Run 1, routing congestion:
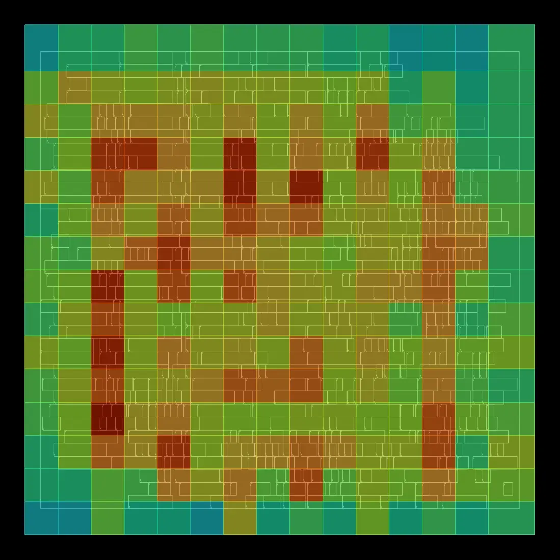
Run 1, sizing map:
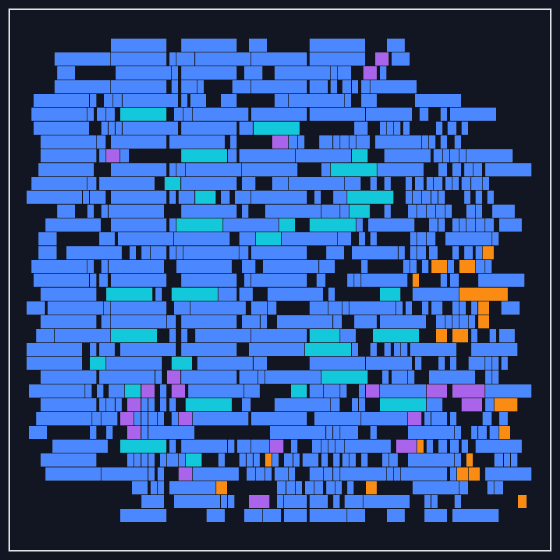
Run 1, the metal 3 layer:
Cells faint in the background.
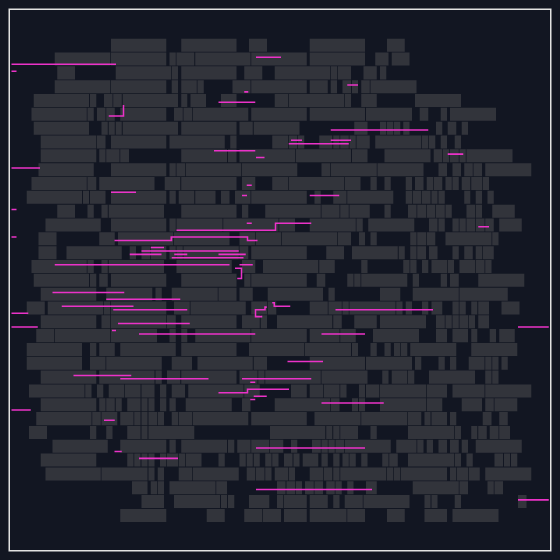
$ cat src/rtl/ecg_sample_uart_tx.sv
// ecg_sample_uart_tx
// Buffers 12-bit ADC samples in a small FIFO and serialises each one as two
// 8N1 UART bytes: byte0 = {1,0,D[11:6]} (bit 7 is the frame sync), then
// byte1 = {0,0,D[5:0]}. Each byte is sent LSB first.
//
// Ports
//   clk        : system clock, rising edge
//   rst_n      : asynchronous active-low reset
//   data[11:0] : sample word, stable while dv is high
//   dv         : data-valid level; each rising edge is one new sample
//   tx         : UART line, idle high (registered)
//   busy       : FIFO non-empty or frame in progress (registered)
//   overflow   : sticky, set when a sample is dropped (registered)
//   fifo_level : number of buffered samples (registered)
module ecg_sample_uart_tx #(
   parameter real         FCLK       = 100e6,
   parameter real         BAUD       = 115200,
   parameter int unsigned FIFO_DEPTH = 8
) (
   input  logic                        clk,
   input  logic                        rst_n,
   input  logic [11:0]                 data,
   input  logic                        dv,
   output logic                        tx,
   output logic                        busy,
   output logic                        overflow,
   output logic [$clog2(FIFO_DEPTH):0] fifo_level
);

   // Bit period, rounded to the nearest whole clock
   localparam int unsigned CLKS_PER_BIT = $rtoi(FCLK / BAUD + 0.5);
   localparam int unsigned CNT_W        = (CLKS_PER_BIT > 1) ? $clog2(CLKS_PER_BIT) : 1;
   localparam int unsigned PTR_W        = $clog2(FIFO_DEPTH);
   localparam int unsigned LVL_W        = PTR_W + 1;
   localparam int unsigned SAMPLE_W     = 12;

   typedef enum logic [1:0] {
      IDLE  = 2'd0,
      START = 2'd1,
      DATA  = 2'd2,
      STOP  = 2'd3
   } state_t;

   // ------------------------------------------------------------------
   // Registers
   // ------------------------------------------------------------------
   state_t              state_q, state_d;
   logic [CNT_W-1:0]    bit_cnt_q, bit_cnt_d;
   logic [2:0]          bit_idx_q, bit_idx_d;
   logic                byte_idx_q, byte_idx_d;
   logic [SAMPLE_W-1:0] sample_q, sample_d;
   logic [LVL_W-1:0]    level_d;
   logic [PTR_W-1:0]    wr_ptr, rd_ptr;
   logic                dv_q;
   logic                armed;
   logic                tx_d;
   logic                busy_d;

   logic [SAMPLE_W-1:0] mem [FIFO_DEPTH];

   // ------------------------------------------------------------------
   // Combinational helpers
   // ------------------------------------------------------------------
   logic       sample_ev_c;
   logic       pop_c;
   logic       full_c;
   logic       wr_c;
   logic       drop_c;
   logic       bit_end_c;
   logic [7:0] cur_byte_c;

   // A rising dv only counts once dv has been seen low since reset, so a dv
   // that is already high when reset releases is not mistaken for a sample.
   assign sample_ev_c = dv & ~dv_q & armed;

   // The transmitter takes a sample whenever it is idle and one is waiting.
   assign pop_c  = (state_q == IDLE) && (fifo_level != '0);
   assign full_c = (fifo_level == LVL_W'(FIFO_DEPTH));

   // A full FIFO still accepts the sample if a slot frees up this cycle.
   assign wr_c   = sample_ev_c && (!full_c || pop_c);
   assign drop_c = sample_ev_c && !wr_c;

   assign bit_end_c = (bit_cnt_q == CNT_W'(CLKS_PER_BIT - 1));

   // Byte on the wire for the latched sample
   assign cur_byte_c = byte_idx_q ? {2'b00, sample_q[5:0]}
                                  : {2'b10, sample_q[11:6]};

   // Level bookkeeping: write and pop in the same cycle cancel out
   always_comb begin
      level_d = fifo_level;
      unique case ({wr_c, pop_c})
         2'b10:   level_d = fifo_level + LVL_W'(1);
         2'b01:   level_d = fifo_level - LVL_W'(1);
         default: level_d = fifo_level;
      endcase
   end

   // ------------------------------------------------------------------
   // Transmit FSM: next state and next register values
   // ------------------------------------------------------------------
   always_comb begin
      state_d    = state_q;
      bit_idx_d  = bit_idx_q;
      byte_idx_d = byte_idx_q;
      sample_d   = sample_q;
      tx_d       = 1'b1;
      // Bit-period counter only runs while a frame is active
      if (state_q == IDLE) begin
         bit_cnt_d = '0;
      end else if (bit_end_c) begin
         bit_cnt_d = '0;
      end else begin
         bit_cnt_d = bit_cnt_q + CNT_W'(1);
      end

      unique case (state_q)
         IDLE: begin
            tx_d = 1'b1;
            if (pop_c) begin
               sample_d   = mem[rd_ptr];
               byte_idx_d = 1'b0;
               state_d    = START;
               tx_d       = 1'b0;
            end
         end

         START: begin
            tx_d = 1'b0;
            if (bit_end_c) begin
               state_d   = DATA;
               bit_idx_d = 3'd0;
               tx_d      = cur_byte_c[0];
            end
         end

         DATA: begin
            tx_d = cur_byte_c[bit_idx_q];
            if (bit_end_c) begin
               if (bit_idx_q == 3'd7) begin
                  state_d = STOP;
                  tx_d    = 1'b1;
               end else begin
                  bit_idx_d = bit_idx_q + 3'd1;
                  tx_d      = cur_byte_c[bit_idx_q + 3'd1];
               end
            end
         end

         STOP: begin
            tx_d = 1'b1;
            if (bit_end_c) begin
               if (!byte_idx_q) begin
                  // Second byte of the same sample follows immediately
                  byte_idx_d = 1'b1;
                  state_d    = START;
                  tx_d       = 1'b0;
               end else begin
                  state_d = IDLE;
               end
            end
         end

         default: begin
            state_d = IDLE;
            tx_d    = 1'b1;
         end
      endcase

      busy_d = (state_d != IDLE) || (level_d != '0);
   end

   // ------------------------------------------------------------------
   // State, control and output registers
   // ------------------------------------------------------------------
   always_ff @(posedge clk or negedge rst_n) begin
      if (!rst_n) begin
         state_q    <= IDLE;
         bit_cnt_q  <= '0;
         bit_idx_q  <= 3'd0;
         byte_idx_q <= 1'b0;
         sample_q   <= '0;
         fifo_level <= '0;
         wr_ptr     <= '0;
         rd_ptr     <= '0;
         dv_q       <= 1'b0;
         armed      <= 1'b0;
         tx         <= 1'b1;
         busy       <= 1'b0;
         overflow   <= 1'b0;
      end else begin
         state_q    <= state_d;
         bit_cnt_q  <= bit_cnt_d;
         bit_idx_q  <= bit_idx_d;
         byte_idx_q <= byte_idx_d;
         sample_q   <= sample_d;
         fifo_level <= level_d;
         dv_q       <= dv;
         tx         <= tx_d;
         busy       <= busy_d;
         if (!dv) begin
            armed <= 1'b1;
         end
         // Pointers wrap naturally: depth is a power of two
         if (wr_c) begin
            wr_ptr <= wr_ptr + PTR_W'(1);
         end
         if (pop_c) begin
            rd_ptr <= rd_ptr + PTR_W'(1);
         end
         if (drop_c) begin
            overflow <= 1'b1;
         end
      end
   end

   // Sample storage; contents are don't-care after reset
   always_ff @(posedge clk) begin
      if (wr_c) begin
         mem[wr_ptr] <= data;
      end
   end

endmodule

$ cat config.mk
export PLATFORM = sky130hd
export DESIGN_NAME = ecg_sample_uart_tx
export DESIGN_NICKNAME = d
export VERILOG_FILES = /design/src/rtl/ecg_sample_uart_tx.sv
export SDC_FILE = /design/constraint.sdc
export NUM_CORES = 1
export LEC_CHECK = 0
export ABC_AREA = 1
export CAP_MARGIN = 10
export CORE_MARGIN = 3
export CORE_UTILIZATION = 60
export CTS_CLUSTER_DIAMETER = 150
export DETAILED_ROUTE_END_ITERATION = 16
export PLACE_DENSITY_LB_ADDON = 0.15
export SLEW_MARGIN = 0
export SYNTH_ARGS = -nofsm -noshare
export SYNTH_HDL_FRONTEND = slang
export SYNTH_SLANG_ARGS = --single-unit
export TNS_END_PERCENT = 10
$ cat constraint.sdc
create_clock -name clk -period 2.6 [get_ports clk]
set_input_delay 0.52 -clock clk [delete_from_list [all_inputs] [get_ports clk]]
set_output_delay 0.52 -clock clk [all_outputs]
set_load 0.01 [all_outputs]
==> metrics.csv, run 1 <==
stage,metric,value,unit
run_status,status,finished clean,
drt,drt_drc_violations_left,0,
synth,post-synth-top-area-cell,sky130_fd_sc_hd__edfxtp_1,
synth,async_flop_share,30.9,%
final_timing,worst_pin_slew,0.952,ns
synth,synth_cell_type_count,39,
clock_tree,clock_sinks,139,
job,stage_log_warnings,26,
power_and_ir_drop,p_total,5330,uW
worst_setup_path,crit_arrival,2.58,ns
finish,area_growth,14.7,%
synth,ys_flops,139,
final_timing,timing_hold_violations_final,0,
finish,non_filler_instances,702,
global_routing,grt_remaining_overflow,0,
floorplan,dieHeight,106,um
global_routing,grt_start_max_net_pins,51,
floorplan,ios,22,
final_timing,timing.final.crit_period,2.19,ns
drt,drt-initial-drc-count,469,
global_routing,first_global_vias,3844,
clock_tree,max-clock-path-buffers,2,
synth,synthTopCellsByArea,"sky130_fd_sc_hd__edfxtp_1 48%, sky130_fd_sc_hd__dfrtp_1 17%, sky130_fd_sc_hd__nand2_1 5.7%",
placement,post_dp_hpwl,7.06,mm
power_and_ir_drop,powerDensity,772,mW/mm^2
clock_tree,worstSkewPairLatency,0.52,ns
finish,commonest_non_fill_non_tap_cells_in_the_layout,"96 x sky130_fd_sc_hd__edfxtp_1, 91 x sky130_fd_sc_hd__nand2_1, 75 x sky130_fd_sc_hd__nor2_1",
synth,dominant_flop_cell,sky130_fd_sc_hd__edfxtp_1,
placement,buffer_ports.inserted,21,
final_timing,finalSetupViolations,0,
floorplan,floorplan.die.width,106,um
drt,totalWireLength,11.3,mm
worst_setup_path,worstPathRequired,2.99,ns
synth,syn_area,0.00602,mm^2
drt,dr_total_vias,3945,
worst_setup_path,worst-setup-path-type,flip-flop to flip-flop,
global_routing,use_met1,30.1,%
final_timing,clock-skew-final,0.00762,ns
drt,per_cell_via_count_in_the_routed_design,5.62,
final_timing,final.setup.tns,0,ns
synth,syn_inst,531,
floorplan,core_area,0.00950,mm^2
global_routing,grt_antenna_before_repair,0,
finish,final_layout_size_suffix_gt1_share,11.9,%
drt,drt_pre_antenna_iters,6,
clock_tree,cts_tree,yes,
min_path,hold_class,primary input to asynchronous set/reset pin,
clock_tree,postCtsSetupRepairBufs,0,
final_timing,max_freq,457,MHz
clock_tree,path_clk_slew,0.07,ns
final_timing,maxSlewViolCount,0,
drt,routed_wire_length_per_instance,16.1,um
floorplan,placement_rows,35,
synth,yosys-top-cells-count,"96 x sky130_fd_sc_hd__edfxtp_1, 91 x sky130_fd_sc_hd__nand2_1, 75 x sky130_fd_sc_hd__nor2_1",
job,max_cap_violations,0,
clock_tree,cts-buffers-inserted,17,
synth,synth_largest_type_area_fraction,47.9,%
worst_setup_path,startpoint_of_the_worst_setup_timing_path,fifo_level[1]$_DFF_PN0_,
synth,syn-mean-instance-area,11.3,um^2
finish,nets,583,
worst_setup_path,critPathMaxFanout,17,
synth,synthesis.nets,554,
final_timing,fin_crit_sh,84.2,%
global_routing,wire_length_of_the_first_global_routing_pass,18.7,mm
placement,dp.cells,670,
synth,ys_chip_area,0.00602,mm^2
floorplan,floorplan_utilization,63.4,%
worst_setup_path,end_kind,flip-flop,
finish,layout_top_cell,sky130_fd_sc_hd__edfxtp_1,
clock_tree,cts_hold_buffers,0,
final_timing,maxSlewHeadroom,36.5,%
power_and_ir_drop,leakage,0.00270,uW
clock_tree,cts_max_level,4,
synth,synth.most_common_cell,sky130_fd_sc_hd__edfxtp_1,
synth,synth-edff-count,96,
synth,postSynthSeqShare,65.7,%
finish,antennaDiodeCount,0,
final_timing,rsz0062_at_grt,no,
synth,ys.warnings.count,0,
worst_setup_path,crit_path_start_kind,flip-flop,
drt,route.antenna.remaining_nets,0,
clock_tree,total_of_cells_resized_after_clock_tree_synthesis,0,
clock_tree,cts-root-buf,sky130_fd_sc_hd__clkbuf_8,
floorplan,die-area,0.0113,mm^2
synth,yosysCellCount,531,
power_and_ir_drop,max-vdd-ir-drop,0.530,mV
worst_setup_path,rr_startpoint,fifo_level[1]$_DFF_PN0_,
placement,place_congestion,0.841,
Back to the opening pictures, 'routing congestion':
routing usage on met2: 34.4%
layer carrying the most global-route usage: met2
fraction of met3 tracks used by global routing: 4.86%
final design utilization: 72.7%
global router's overall resource usage: 21.7%

Back to the opening pictures, 'sizing map':
- cyan: _6 and larger (cells 29; share 5.1%)
- blue: _0 and _1 cells (cells 505; share 88%)
- purple: _3 and _4 cells (cells 20; share 3.5%)
- orange: _2 cells (cells 19; share 3.3%)

Back to the opening pictures, 'the metal 3 layer':
- nets with wire on the layer: 41
- main direction: horizontal
- wire length on this layer: 537 um
- longest straight run: 34.0 um

run 1: path summary, 6_finish.rpt:
| path | end | slack (ns) | cells after the start |
|---|---|---|---|
| min | bit_cnt_q[5]$_DFF_PN0_ | 0.15 | 1 |
| max | busy$_DFF_PN0_ | 0.41 | 15 |
| max reg2reg | busy$_DFF_PN0_ | 0.41 | 15 |
| min in group clk | armed$_DFFE_PN0N_ | 0.47 | 1 |
| min reg2reg | armed$_DFFE_PN0N_ | 0.47 | 1 |
| max in group asynchronous | sample_q[4]$_DFFE_PN0P_ | 1.86 | 1 |
run 1: cells by family (layout without fill, tap and decap cells):
logic type               after synthesis  count (layout)  share of synthesized area, %
buffers and inverters                 58             100                          4.38
adder cells (fa/ha/maj)                8               8                          1.79
flip-flops                           139             139                          65.7
multiplexers                          10              10                          1.66
AND-OR/OR-AND                         86              86                          9.24
AND/OR/NAND/NOR                      222             222                          16.0
XOR/XNOR                               8               8                          1.16
run 1: critical path: stages (launching register included):
cell                      delay [ns]
sky130_fd_sc_hd__dfrtp_1        0.43
sky130_fd_sc_hd__nor2_2         0.14
sky130_fd_sc_hd__nand3_1        0.12
sky130_fd_sc_hd__nand2_4        0.20
sky130_fd_sc_hd__inv_2          0.08
sky130_fd_sc_hd__nand2_4        0.09
sky130_fd_sc_hd__inv_1          0.06
sky130_fd_sc_hd__ha_1           0.32
sky130_fd_sc_hd__a21oi_1        0.16
sky130_fd_sc_hd__nand2_1        0.08
sky130_fd_sc_hd__nand3_1        0.08
sky130_fd_sc_hd__nand2_1        0.07
sky130_fd_sc_hd__nand2_1        0.06
sky130_fd_sc_hd__nand2_1        0.04
sky130_fd_sc_hd__nand2_1        0.07
sky130_fd_sc_hd__nand3_1        0.08
run 1: report_power, final:
part	total, uW	switching [uW]	internal, uW
logic	488	290	197
registers	2610	76.8	2530
clock network	2240	1010	1230
run 1: sequential cells by signal, summed over array words and instances (netlist names):
signal and count:
bit_cnt_q 10, wr_ptr 3, tx 1, sample_q 12, rd_ptr 3, fifo_level 4, byte_idx_q 1, dv_q 1
armed 1, overflow 1, mem 96, bit_idx_q 3, busy 1, state_q 2
run 1: stage by stage:
step	setup WS, ns	util [%]	hold WS [ns]	cell area [um^2]
final	0.410	72.7	0.147	6910
after global placement	0.146	66.8	0.454	6350
after CTS	0.401	72.7	0.177	6910
after floorplan	0.483	-	0.224	6020
after detailed placement	0.0577	66.8	0.455	6350
after global routing	0.144	72.7	0.222	6910
run 1: final cells by class:
type | count | area, um^2
Fill cell | 637 | 2590
Sequential cell | 139 | 3960
Clock inverter | 15 | 146
Timing Repair Buffer | 33 | 295
Multi-Input combinational cell | 334 | 1800
Clock buffer | 17 | 414
Inverter | 35 | 131
Tap cell | 129 | 161
run 1: layer usage:
layer  up-vias  wire, um
li1       1911         -
met1      1904      5050
met2       116      5570
met3        14       536
met4         0       128
met5         -         0
--- run 2 (diff from run 1) ---
==> constraint.sdc (replaced) <==
create_clock -name clk -period 2.3 [get_ports clk]
set_input_delay 0.46 -clock clk [delete_from_list [all_inputs] [get_ports clk]]
set_output_delay 0.46 -clock clk [all_outputs]
set_load 0.01 [all_outputs]
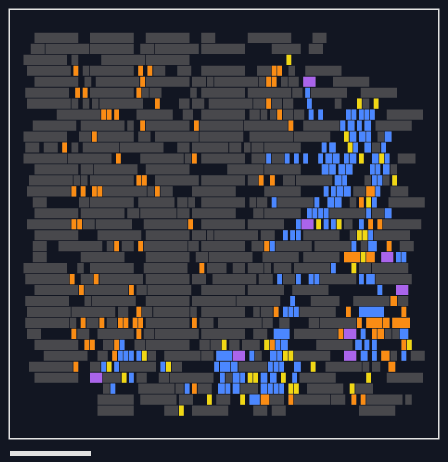
Run 2: logic cells by family
The bar under the picture is 20 um long.
- yellow: inv cells (cells 35)
- orange: nor cells (cells 86; where spread over the die)
- purple: xor and xnor cells (cells 8)
- blue: nand cells (cells 133)
share of cell area taken by multi-input logic gates: 25.5%
Non-Filler Instances: 709

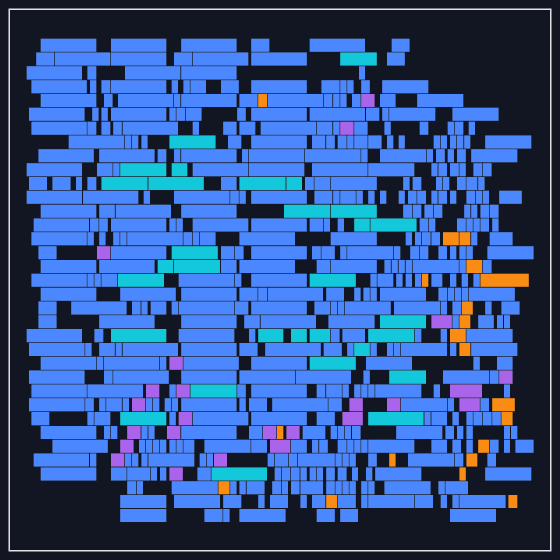
Run 2: sizing map
- orange: _2 cells (cells 20; share 3.4%)
- cyan: _6 and larger (cells 30; share 5.2%)
- purple: _3 and _4 cells (cells 24; share 4.1%)
- blue: _0 and _1 cells (cells 506; share 87%)
area growth from synthesis to layout: 17.1%
Plain + repair buffers: 40
Setup WS post-layout: 0.212 ns
post-route design area: 0.00705 mm^2

==> run 2 against run 1 <==
  * Sequential share of layout area is 1.2 points lower
  * Register-to-register slack worse by 0.20 ns
  * Synthesized area stayed put
  * Design area is 2.1% higher
  * Clock power is 27% higher
  * Core utilization is 1.5 points higher
  * Clock skew is 0.0043 ns higher
  * Sequential power is 13% higher
  * Count of clock-buffer cells in the layout stayed put
  * Highest routed layer unchanged
==> metrics.csv, run 2 <==
stage,metric,value,unit
drt,drt_pre_antenna_iters,5,
synth,synth_cell_type_count,39,
final_timing,max_freq,479,MHz
drt,per_cell_via_count_in_the_routed_design,5.60,
finish,biggestRegsByFlops,"mem: 96 flops, sample_q: 12 flops, bit_cnt_q: 10 flops",
worst_setup_path,cp.buffers_inverters,2,
final_timing,rsz0062_at_grt,no,
final_timing,timing.hold.ws,0.435,ns
drt,routed_wire_length_per_instance,16.0,um
final_timing,maxSlewViolCount,0,
worst_setup_path,cp_slowest_stage_delay,0.44,ns
finish,layout_top_cell,sky130_fd_sc_hd__edfxtp_1,
drt,drt_drc_violations_left,0,
finish,final.fill_count,631,
worst_setup_path,timing.critical_path.mode_cell,sky130_fd_sc_hd__nand2_1,
finish,commonest_non_fill_non_tap_cells_in_the_layout,"96 x sky130_fd_sc_hd__edfxtp_1, 91 x sky130_fd_sc_hd__nand2_1, 75 x sky130_fd_sc_hd__nor2_1",
worst_setup_path,crit_path_start_kind,flip-flop,
synth,ys.warnings.count,0,
clock_tree,postCtsSetupRepairBufs,0,
synth,postSynthSeqShare,65.7,%
final_timing,worst_pin_slew,0.851,ns
synth,synth_largest_type_area_fraction,47.9,%
power_and_ir_drop,leakage,0.00277,uW
clock_tree,path_clk_slew,0.06,ns
global_routing,track_usage,21.6,%
worst_setup_path,crit_arrival,2.47,ns
floorplan,core_area,0.00950,mm^2
clock_tree,worstSkewPairLatency,0.50,ns
final_timing,fin_crit_sh,90.8,%
min_path,hold_class,primary input to asynchronous set/reset pin,
drt,totalWireLength,11.3,mm
power_and_ir_drop,max-vdd-ir-drop,0.794,mV
finish,top_register,mem,
final_timing,clock-skew-final,0.0120,ns
job,max_cap_violations,0,
power_and_ir_drop,powerDensity,900,mW/mm^2
synth,synth.most_common_cell,sky130_fd_sc_hd__edfxtp_1,
finish,final_layout_size_suffix_gt1_share,12.8,%
synth,syn_area,0.00602,mm^2
worst_setup_path,cp_cell_sequence,nor2_2 -> nand3_1 -> nand2_4 -> inv_2 -> nand2_4 -> inv_1 -> ha_1 -> a21oi_1 -> nand2_1 -> nand3_1 -> nand2_1 -> nand2_1 -> nand2_1 -> nand2_1 -> nand3_1,
global_routing,grt_start_max_net_pins,51,
worst_setup_path,crit_slowest_cell,sky130_fd_sc_hd__dfrtp_1,
drt,drt-initial-drc-count,315,
synth,post-synth-top-area-cell,sky130_fd_sc_hd__edfxtp_1,
floorplan,placement_rows,35,
synth,yosys-top-cells-count,"96 x sky130_fd_sc_hd__edfxtp_1, 91 x sky130_fd_sc_hd__nand2_1, 75 x sky130_fd_sc_hd__nor2_1",
clock_tree,cts_max_level,4,
synth,ys_chip_area,0.00602,mm^2
final_timing,timing_hold_violations_final,0,
synth,synth-edff-count,96,
floorplan,floorplan.die.width,106,um
global_routing,grt_remaining_overflow,0,
synth,yosysCellCount,531,
placement,placed_area,0.00642,mm^2
clock_tree,cts-buffers-inserted,17,
final_timing,final.setup.tns,0,ns
clock_tree,cts-root-buf,sky130_fd_sc_hd__clkbuf_8,
synth,async_flop_share,30.9,%
worst_setup_path,critical_path.top_delay_family,simple AND/OR/NAND/NOR gates,
synth,syn_inst,531,
synth,synthesis.nets,554,
clock_tree,cts_tree,yes,
worst_setup_path,worstPathRequired,2.68,ns
drt,dr_total_vias,3967,
floorplan,die-area,0.0113,mm^2
run_status,status,finished clean,
synth,ys_flops,139,
finish,nets,590,
final_timing,finalSetupViolations,0,
global_routing,grt_antenna_before_repair,0,
floorplan,ios,22,
synth,synthTopCellsByArea,"sky130_fd_sc_hd__edfxtp_1 48%, sky130_fd_sc_hd__dfrtp_1 17%, sky130_fd_sc_hd__nand2_1 5.7%",
clock_tree,clock_sinks,139,
final_timing,timing.final.crit_period,2.09,ns
job,stage_log_warnings,26,
floorplan,floorplan_utilization,63.4,%
finish,antennaDiodeCount,0,
finish,largest_register_ffs,96,
worst_setup_path,end_kind,flip-flop,
worst_setup_path,worst-setup-path-type,flip-flop to flip-flop,
final_timing,maxSlewHeadroom,43.3,%
global_routing,first_global_vias,3925,
placement,post_dp_hpwl,7.14,mm
floorplan,dieHeight,106,um
global_routing,wire_length_of_the_first_global_routing_pass,18.9,mm
clock_tree,max-clock-path-buffers,2,
placement,dpl_worst_slack,-0.198,ns
synth,syn-mean-instance-area,11.3,um^2
drt,route.antenna.remaining_nets,0,
placement,place_congestion,0.877,
worst_setup_path,critPathMaxFanout,5,
synth,dominant_flop_cell,sky130_fd_sc_hd__edfxtp_1,
[run 2: timing repair]
| item | in CTS | in global routing |
|---|---|---|
| gates resized | 0 | 0 |
| hold buffers | 1 | 0 |
| hold endpoints to repair | 17 | 0 |
[run 2: layout make-up]
| type | instances | area [um^2] | share of cell area [%] |
|---|---|---|---|
| tap | 129 | 161 | 2.29 |
| sequential | 139 | 3960 | 56.1 |
| clock buffer | 17 | 414 | 5.87 |
| inverter | 35 | 131 | 1.86 |
| clock inverter | 15 | 211 | 3.00 |
| timing repair buffer | 40 | 375 | 5.32 |
| multi-input combinational | 334 | 1800 | 25.5 |
[run 2: power by group]
group	switching [uW]	internal (uW)	total [uW]
Combinational	320	227	547
Clock	1060	1790	2850
Sequential	85.4	2860	2950
Total	1470	4880	6350
[run 2: routing by layer]
layer  GRT usage (%)  routed length (um)  vias up
met2            35.7                5650      116
met4            6.20                  98        0
met1            29.0                4960     1915
met3            5.04                 621        7
met5               0                   0        -
li1                -                   -     1929
[run 2: worst paths after layout]
check	slack (ns)	end	startpoint	depth (start not counted)
hold / removal	0.43	fifo_level[0]$_DFF_PN0_	rst_n	2
setup reg to reg	0.21	busy$_DFF_PN0_	fifo_level[1]$_DFF_PN0_	15
max in group asynchronous	1.26	tx$_DFF_PN1_	rst_n	3
hold reg to reg	0.47	armed$_DFFE_PN0N_	armed$_DFFE_PN0N_	1
min in group clk	0.44	dv_q$_DFF_PN0_	dv	1
setup / recovery	0.21	busy$_DFF_PN0_	fifo_level[1]$_DFF_PN0_	15
[run 2: per-stage QoR]
step,instances,utilization [%],total power [uW]
2_1_floorplan,531,-,3280
3_3_place_gp,676,67.5,3520
3_5_place_dp,676,67.5,3540
4_1_cts,709,74.2,6380
5_1_grt,709,74.2,6590
6_report,709,74.2,6350
[run 2: cell families (layout without fill, tap and decap cells)]
| kind of cell | Yosys count | in the layout | share of synthesized area, % |
|---|---|---|---|
| AND-OR/OR-AND | 86 | 86 | 9.24 |
| XOR/XNOR | 8 | 8 | 1.16 |
| adder cells (fa/ha/maj) | 8 | 8 | 1.79 |
| buffers and inverters | 58 | 107 | 4.38 |
| flip-flops | 139 | 139 | 65.7 |
| multiplexers | 10 | 10 | 1.66 |
| AND/OR/NAND/NOR | 222 | 222 | 16.0 |
Power is estimated from default activity; no workload was simulated.
